===== config.mk =====
export PLATFORM = sky130hd
export DESIGN_NAME = water_pump_controller
export DESIGN_NICKNAME = d
export VERILOG_FILES = /design/src/rtl/water_pump_controller.sv
export SDC_FILE = /design/constraint.sdc
export NUM_CORES = 1
export LEC_CHECK = 0
export CORE_ASPECT_RATIO = 0.9
export CORE_MARGIN = 1
export CORE_UTILIZATION = 49
export DETAILED_ROUTE_END_ITERATION = 7
export PLACE_DENSITY = 0.74
export SETUP_SLACK_MARGIN = 0.02
export SLEW_MARGIN = 25
export SYNTH_ARGS = -nofsm -noshare
export SYNTH_HDL_FRONTEND = slang
export SYNTH_SLANG_ARGS = --single-unit

===== constraint.sdc =====
create_clock -name clk -period 2.7 [get_ports clk]
set_input_delay 0.54 -clock clk [delete_from_list [all_inputs] [get_ports clk]]
set_output_delay 0.54 -clock clk [all_outputs]
set_load 0.02 [all_outputs]

===== src/rtl/water_pump_controller.sv =====
// Tank pump sequencer: sensor sync/debounce, level indicator, pump FSM.
// Ports: clk, rst_n, enable, sensor_*, fault_clr -> indicator, pump_on,
//        state, fault, fault_code.
module water_pump_controller #(
  parameter int unsigned DEBOUNCE_CYCLES = 4,
  parameter int unsigned MIN_ON_CYCLES   = 8,
  parameter int unsigned MAX_ON_CYCLES   = 64,
  parameter int unsigned MIN_OFF_CYCLES  = 8
) (
  input  logic       clk,
  input  logic       rst_n,
  input  logic       enable,
  input  logic       sensor_empty,
  input  logic       sensor_low,
  input  logic       sensor_medium,
  input  logic       sensor_high,
  input  logic       fault_clr,
  output logic [3:0] indicator,
  output logic       pump_on,
  output logic [1:0] state,
  output logic       fault,
  output logic [1:0] fault_code
);

  localparam int DW = $clog2(DEBOUNCE_CYCLES + 1);
  localparam int RW = $clog2(MAX_ON_CYCLES + 1);
  localparam int OW = $clog2(MIN_OFF_CYCLES + 1);

  typedef enum logic [1:0] {
    IDLE  = 2'b00,
    RUN   = 2'b01,
    REST  = 2'b10,
    FAULT = 2'b11
  } state_t;

  typedef enum logic [1:0] {
    L_EMPTY,
    L_LOW,
    L_MEDIUM,
    L_HIGH
  } level_t;

  logic [3:0]    raw;
  logic [3:0]    s1;
  logic [3:0]    s2;
  logic [3:0]    prev;
  logic [3:0]    deb;
  logic          settled;
  logic [DW-1:0] db_cnt;

  assign raw = {sensor_high, sensor_medium,
                sensor_low, sensor_empty};

  always_ff @(posedge clk or negedge rst_n) begin
    if (!rst_n) begin
      s1      <= '0;
      s2      <= '0;
      prev    <= '0;
      deb     <= '0;
      settled <= 1'b0;
      db_cnt  <= '0;
    end else begin
      s1   <= raw;
      s2   <= s1;
      prev <= s2;
      if (s2 != prev) begin
        db_cnt <= '0;
      end else if (db_cnt == DW'(DEBOUNCE_CYCLES - 1)) begin
        deb     <= s2;
        settled <= 1'b1;
      end else begin
        db_cnt <= db_cnt + 1'b1;
      end
    end
  end

  logic   valid;
  level_t level;

  assign valid = $onehot(deb);

  always_comb begin
    level = L_EMPTY;
    if (valid) begin
      unique case (1'b1)
        deb[0]:  level = L_EMPTY;
        deb[1]:  level = L_LOW;
        deb[2]:  level = L_MEDIUM;
        deb[3]:  level = L_HIGH;
        default: level = L_EMPTY;
      endcase
    end
  end

  state_t        state_q;
  state_t        state_d;
  logic [1:0]    code_q;
  logic [1:0]    code_d;
  logic [RW-1:0] run_cnt;
  logic [OW-1:0] off_cnt;
  logic          run_min;
  logic          run_max;
  logic          off_done;
  logic          want_fill;

  assign run_min   = run_cnt >= RW'(MIN_ON_CYCLES - 1);
  assign run_max   = run_cnt == RW'(MAX_ON_CYCLES - 1);
  assign off_done  = off_cnt == OW'(MIN_OFF_CYCLES - 1);
  assign want_fill = (level == L_EMPTY) ||
                     (level == L_LOW);

  always_comb begin
    state_d = state_q;
    code_d  = code_q;
    if (settled) begin
      unique case (state_q)
        IDLE: begin
          if (!valid) begin
            state_d = FAULT;
            code_d  = 2'b01;
          end else if (enable && want_fill) begin
            state_d = RUN;
          end
        end
        RUN: begin
          // HIGH stop outranks timeout on the last cycle
          if (!valid) begin
            state_d = FAULT;
            code_d  = 2'b01;
          end else if (level == L_HIGH && run_min) begin
            state_d = REST;
          end else if (run_max) begin
            state_d = FAULT;
            code_d  = 2'b10;
          end else if (!enable && run_min) begin
            state_d = REST;
          end
        end
        REST: begin
          if (!valid) begin
            state_d = FAULT;
            code_d  = 2'b01;
          end else if (off_done) begin
            state_d = IDLE;
          end
        end
        FAULT: begin
          if (fault_clr && valid) begin
            state_d = IDLE;
            code_d  = 2'b00;
          end
        end
        default: state_d = IDLE;
      endcase
    end
  end

  always_ff @(posedge clk or negedge rst_n) begin
    if (!rst_n) begin
      state_q <= IDLE;
      code_q  <= 2'b00;
      pump_on <= 1'b0;
      run_cnt <= '0;
      off_cnt <= '0;
    end else begin
      state_q <= state_d;
      code_q  <= code_d;
      pump_on <= (state_d == RUN);
      // counters idle at zero outside their state
      if (state_q != RUN) begin
        run_cnt <= '0;
      end else if (!run_max) begin
        run_cnt <= run_cnt + 1'b1;
      end
      if (state_q != REST) begin
        off_cnt <= '0;
      end else if (!off_done) begin
        off_cnt <= off_cnt + 1'b1;
      end
    end
  end

  assign indicator  = deb;
  assign state      = state_q;
  assign fault      = (state_q == FAULT);
  assign fault_code = code_q;

endmodule


**PDN straps and rails**

The bar under the picture is 20 µm long. Pins as bars on the die edge.
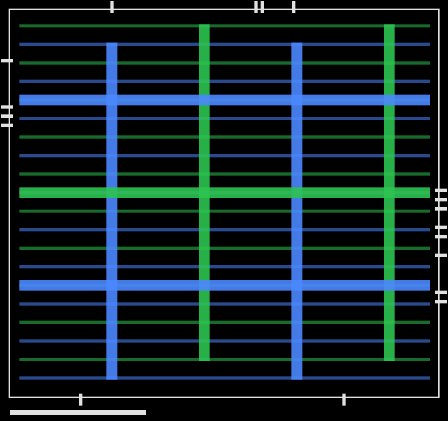
legend:
  VSS:
    colour: blue
  VDD:
    colour: green
met5 straps: 3
signal pins: 18
rows: 19
met4 straps: 4
met1 rails: 20

**Cell density map**

The bar under the picture is 20 µm long. 6 x 6 tiles, from black (low) to pale yellow (high), 0 to 100% covered.
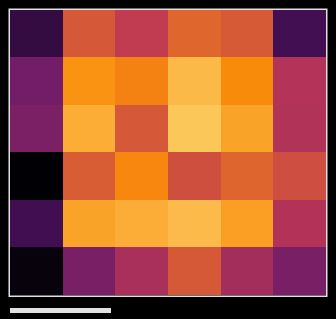
mean over tiles: 55%
tiles over 75% full: 25%
nearly empty tiles: 2.8%
fullest tile: 88%

**Nets reached from selected ports**

The bar under the picture is 20 µm long.
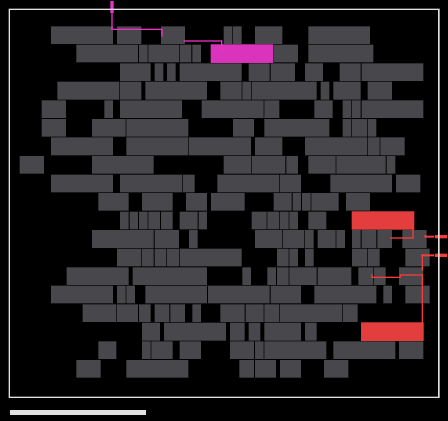
legend:
  fault_code:
    colour: red
    bits: 2
    direction: output
    edge: right
    end_cells: 2
    buffers: 2
    wire: 25.6 µm
  sensor_empty:
    colour: magenta
    bits: 1
    direction: input
    edge: top
    end_cells: 1
    buffers: 1
    wire: 17.8 µm

**Placement by cell class**

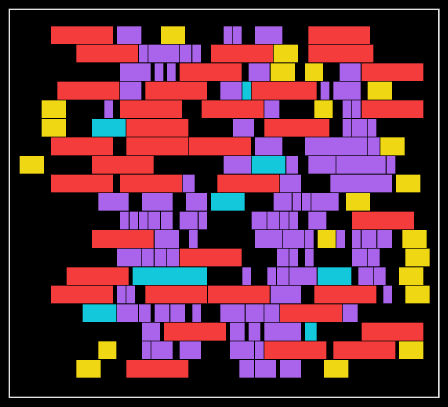
legend:
  all other logic:
    colour: purple
    cells: 104
    share_of_their_area: 38%
  flip-flops:
    colour: red
    cells: 36
    share_of_their_area: 47%
  clock drivers and dummy loads:
    colour: cyan
    cells: 8
    share_of_their_area: 5.5%
  other buffers and delay cells:
    colour: yellow
    cells: 21
    share_of_their_area: 10%

**Congestion heat map**

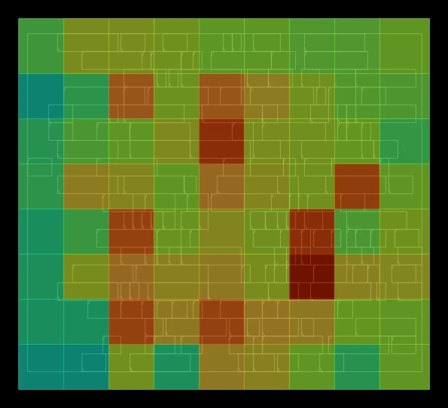
met3 usage: 5.49%
routed length per placed instance: 13.9 µm
global-route usage over all layers: 19.8%
Finished Core Util: 64.1%
met1 Track Usage GR: 25.2%

==> notes.md <==
Purpose: to document the outcome of synthesis and place and route.

Synthesis
The post-synthesis net count is 160. Sorting the synthesized cells by how often they occur yields dfrtp_1 (36), nor2_1 (16), inv_1 (10). The number of cells in the yosys synthesis report is 145. The count of cell types in the netlist is 40.

Summed over its instances, the top area cell type makes up 55.3% of the synthesized netlist area. The top cell type by instance count after synthesis is dfrtp_1. In the synthesized netlist the dominant register cell turns out to be dfrtp_1. Yosys attributes the largest share of cell area to dfrtp_1 (55%), ha_1 (4.6%), xnor2_1 (3.8%), nor2_1 (3.7%), mux2_2 (2.8%). The gate count of the mapped netlist is 145. The share of the Yosys chip area taken by registers is 55.3%. The post-synth area from yosys stat is 1630 µm². Once synthesis finished, the tally of register bits stood at 36. The post-synthesis instance area is 1630 µm². The async set or reset register ratio after synthesis is 100%.

After synthesis, the mean cell area works out to 11.2 µm². The leading area contributor after synthesis is dfrtp_1. The Yosys step of the flow raised 0 warnings. Yosys mapped a number of flops with a built-in enable equal to 0.

Floorplan
Before placement the cells fill 52.4% of the core. The number of placed I/O pins is 18. The core region is 3110 µm². The height of the die is 56.7 µm. In this run the core area contains 19 standard-cell rows.

According to the floorplan report, the total die area is 3560 µm². The width of the chip is 62.8 µm. The floorplan report lists the tap cell count as 42.

Worst setup path
The critical path is of the register to register type. The critical path's most frequent cell is inv_2. The type of origin of the critical path is a register.

The arrival time of data at the worst endpoint is listed as 2.80 ns. The launch point of the worst register-to-register path is recorded as indicator[3]. The number of buffers and inverters on the critical path is 3. STA classifies the critical path endpoint as a register. The worst setup path startpoint is indicator[3]. Among all stages on the critical path, the maximum delay recorded is 0.55 ns.

The cell type of the slowest stage on the worst timing path is fa_1. The register-to-register path setup slack is 0.08 ns. The number of cell instances on the worst register-to-register path is 10. Listed in order, past its start point the critical path passes inv_2, fa_1, inv_2, ha_4, ha_4, or3b_4, inv_2, o2111ai_2, a221o_2, nor2b_2.

The report shows a maximum critical-path fanout of 5. The endpoint identified for the worst register-to-register timing path is pump_on. In this design, the largest share of critical-path delay is due to adder cells. The required time reported for the critical path endpoint is 2.88 ns.

Placement
The final estimated routing congestion in global placement is 0.834. The worst-case setup slack after placement is 0.00665 ns. The instance area at placement is 1860 µm².

After legalization and detailed placement, the total HPWL measured 2090 µm. Including well taps, the total number of placed cells is 203. The count of buffers added on input and output ports is 17.

GRT
The number of antenna violations at the first check in global routing was 0. The remaining global-route overflow is 0. The met2 usage in global routing is 31.4%. The number of global-route vias before repair is 1,188. The first global-routing pass estimated 5280 µm of wire. The maximum number of pins on one net before global-route repair is 37. The layer carrying the most global-route usage is met2.

Clocking
The report puts the hold buffer count at CTS at 0. Once the clock tree was built, the setup fixing pass inserted 0 buffers. The clock buffer count from CTS is 5. The buffer type at the clock tree root is clkbuf_8.

The clock latency on the worst-skew pair is 0.29 ns. The clock input transition at the sequential cells of the worst setup and hold paths is 0.07 ns. Gates resized during post-CTS repair numbered 1. TritonCTS built the clock tree. The clock passes through at most 2 buffers.

The clock drives 36 sinks. The H-tree generated during clock tree synthesis spans 2 levels.

Timing
The time the final worst path needs with I/O delays and setup is 2.62 ns. In the post-route analysis, the smallest setup slack over all paths is 0.0791 ns. The worst clock skew on the final layout is 0.00685 ns.

The final-report setup violation count is 0. Summed over all failing endpoints, the final setup total negative slack is 0 ns. The worst slew slack as a fraction of its limit is 69.9%. Setup repair after global routing left no endpoint under its margin. The highest achievable clock rate is 382 MHz.

The total count of hold-check failures in the final report is 0. The final max-slew violation count recorded for this run is 0. The slew at the pin with the worst max-slew slack is 0.451 ns. Final hold analysis gives a worst-case slack of 0.351 ns. The worst path uses 97.1% of the clock period.

Finish
The sequential portion of the cell area is 45.3%. Multi-input logic gates represent a cell area share of 34.8%. The cell area after layout is 2000 µm². In the layout the commonest cells are dfrtp_1 (33), clkdlybuf4s50_1 (17), nor2_1 (16).

The final layout report lists a filler cell count of 246. The logic area is 694 µm². Ranked by flip-flop count, first place goes to run_cnt. The sequential cell area is 905 µm². The final standard cell count with taps included and fillers excluded is 211. The count of buffers not belonging to the clock network in the layout is 21. The flip-flop and latch count is 36. The multi-input combinational gate total is 94. The relative area change from synthesis to final layout is 22.5%. After layout, the clock buffer instance count stands at 6. By instance count after routing, the leading logic cell type is dfrtp_1.

According to the finish report, the design has a final net count of 183. The clock network area share is 5.39%. The relative area of non-clock buffer cells in the final design is 10.0%. The register with the most flip-flops in the layout has 7 of them.

Cells with a size suffix above 1 make up 18.9% of the layout. The number of diodes added for antenna fixing is 0. In the final design, more cell area goes to registers than to any other class.

The layout has 10 inverters outside the clock class.

Pwr
The group that draws the most power in this run is registers. Summed over all combinational cells, the power is 0.000147 W. The net load switching power is 0.000297 W. Sequential power for this build is 0.000614 W. The cell leakage power is 0.902 nW. Total power normalized to cell area comes to 612 nW/µm². The flow reports that sequential cells draw 50.3% of the design power. In the power breakdown, the internal column shows 0.000925 W. Combinational cells account for 12.0% of the total power. The clock network power reported by the tool is 0.000461 W.

The maximum vdd ir drop is 0.373 mV. The switching part of the total power is 24.3%. The clock network accounts for 37.7% of the total power. The sum of internal, switching and leakage power is 0.00122 W.

Drt
The number of remaining DRC errors is 0. Nets still carrying antenna violations after routing amount to 0. The sum of routed wire length over all layers is 2940 µm. The detailed router placed 1,144 vias in this run.

The wire length on met2 is 1380 µm. The via count normalized by instance count is 5.42. For this block, the initial DRC count from the detailed router was 66. After detailed routing, the met3 layer carries 114 µm of wire. The detailed router put a total of 1390 µm of wire on met1. After detailed routing, no signal wire sits above met4. The pre-antenna-repair detailed-routing pass consisted of 4 iterations.

Hold path
The cell depth of the worst min-delay path is 0. The endpoint of the worst hold path is reported as s2[1]. The path category of the worst min-delay check is register to register. In this run the most critical hold path is launched from s1[1].

Run status
The flow ran to the end, and the final reports show no timing, DRC or antenna violations.

Job
The run reported a max-capacitance violation count of 0. The number of warnings in the stage logs is 26.
-- cell families (layout without fill, tap and decap cells) --
| logic type | count (synthesis) | in the layout | synth area share [%] |
|---|---|---|---|
| AND/OR/NAND/NOR | 48 | 48 | 15.4 |
| adder cells (fa/ha/maj) | 7 | 7 | 5.83 |
| XOR/XNOR | 10 | 10 | 5.37 |
| AND-OR/OR-AND | 22 | 22 | 9.52 |
| buffers and inverters | 15 | 39 | 4.07 |
| multiplexers | 7 | 7 | 4.60 |
| flip-flops | 36 | 36 | 55.3 |
-- worst max path at each step --
stage          endpoint  slack [ns]  depth (start not counted)
2_1_floorplan   pump_on        0.03                         11
3_3_place_gp    pump_on        0.08                         10
3_5_place_dp    pump_on       0.007                         10
4_1_cts         pump_on        0.05                         10
5_1_grt         pump_on        0.02                         10
6_report        pump_on        0.08                         10
No activity file was given, so power comes from the tool's default toggle rates.
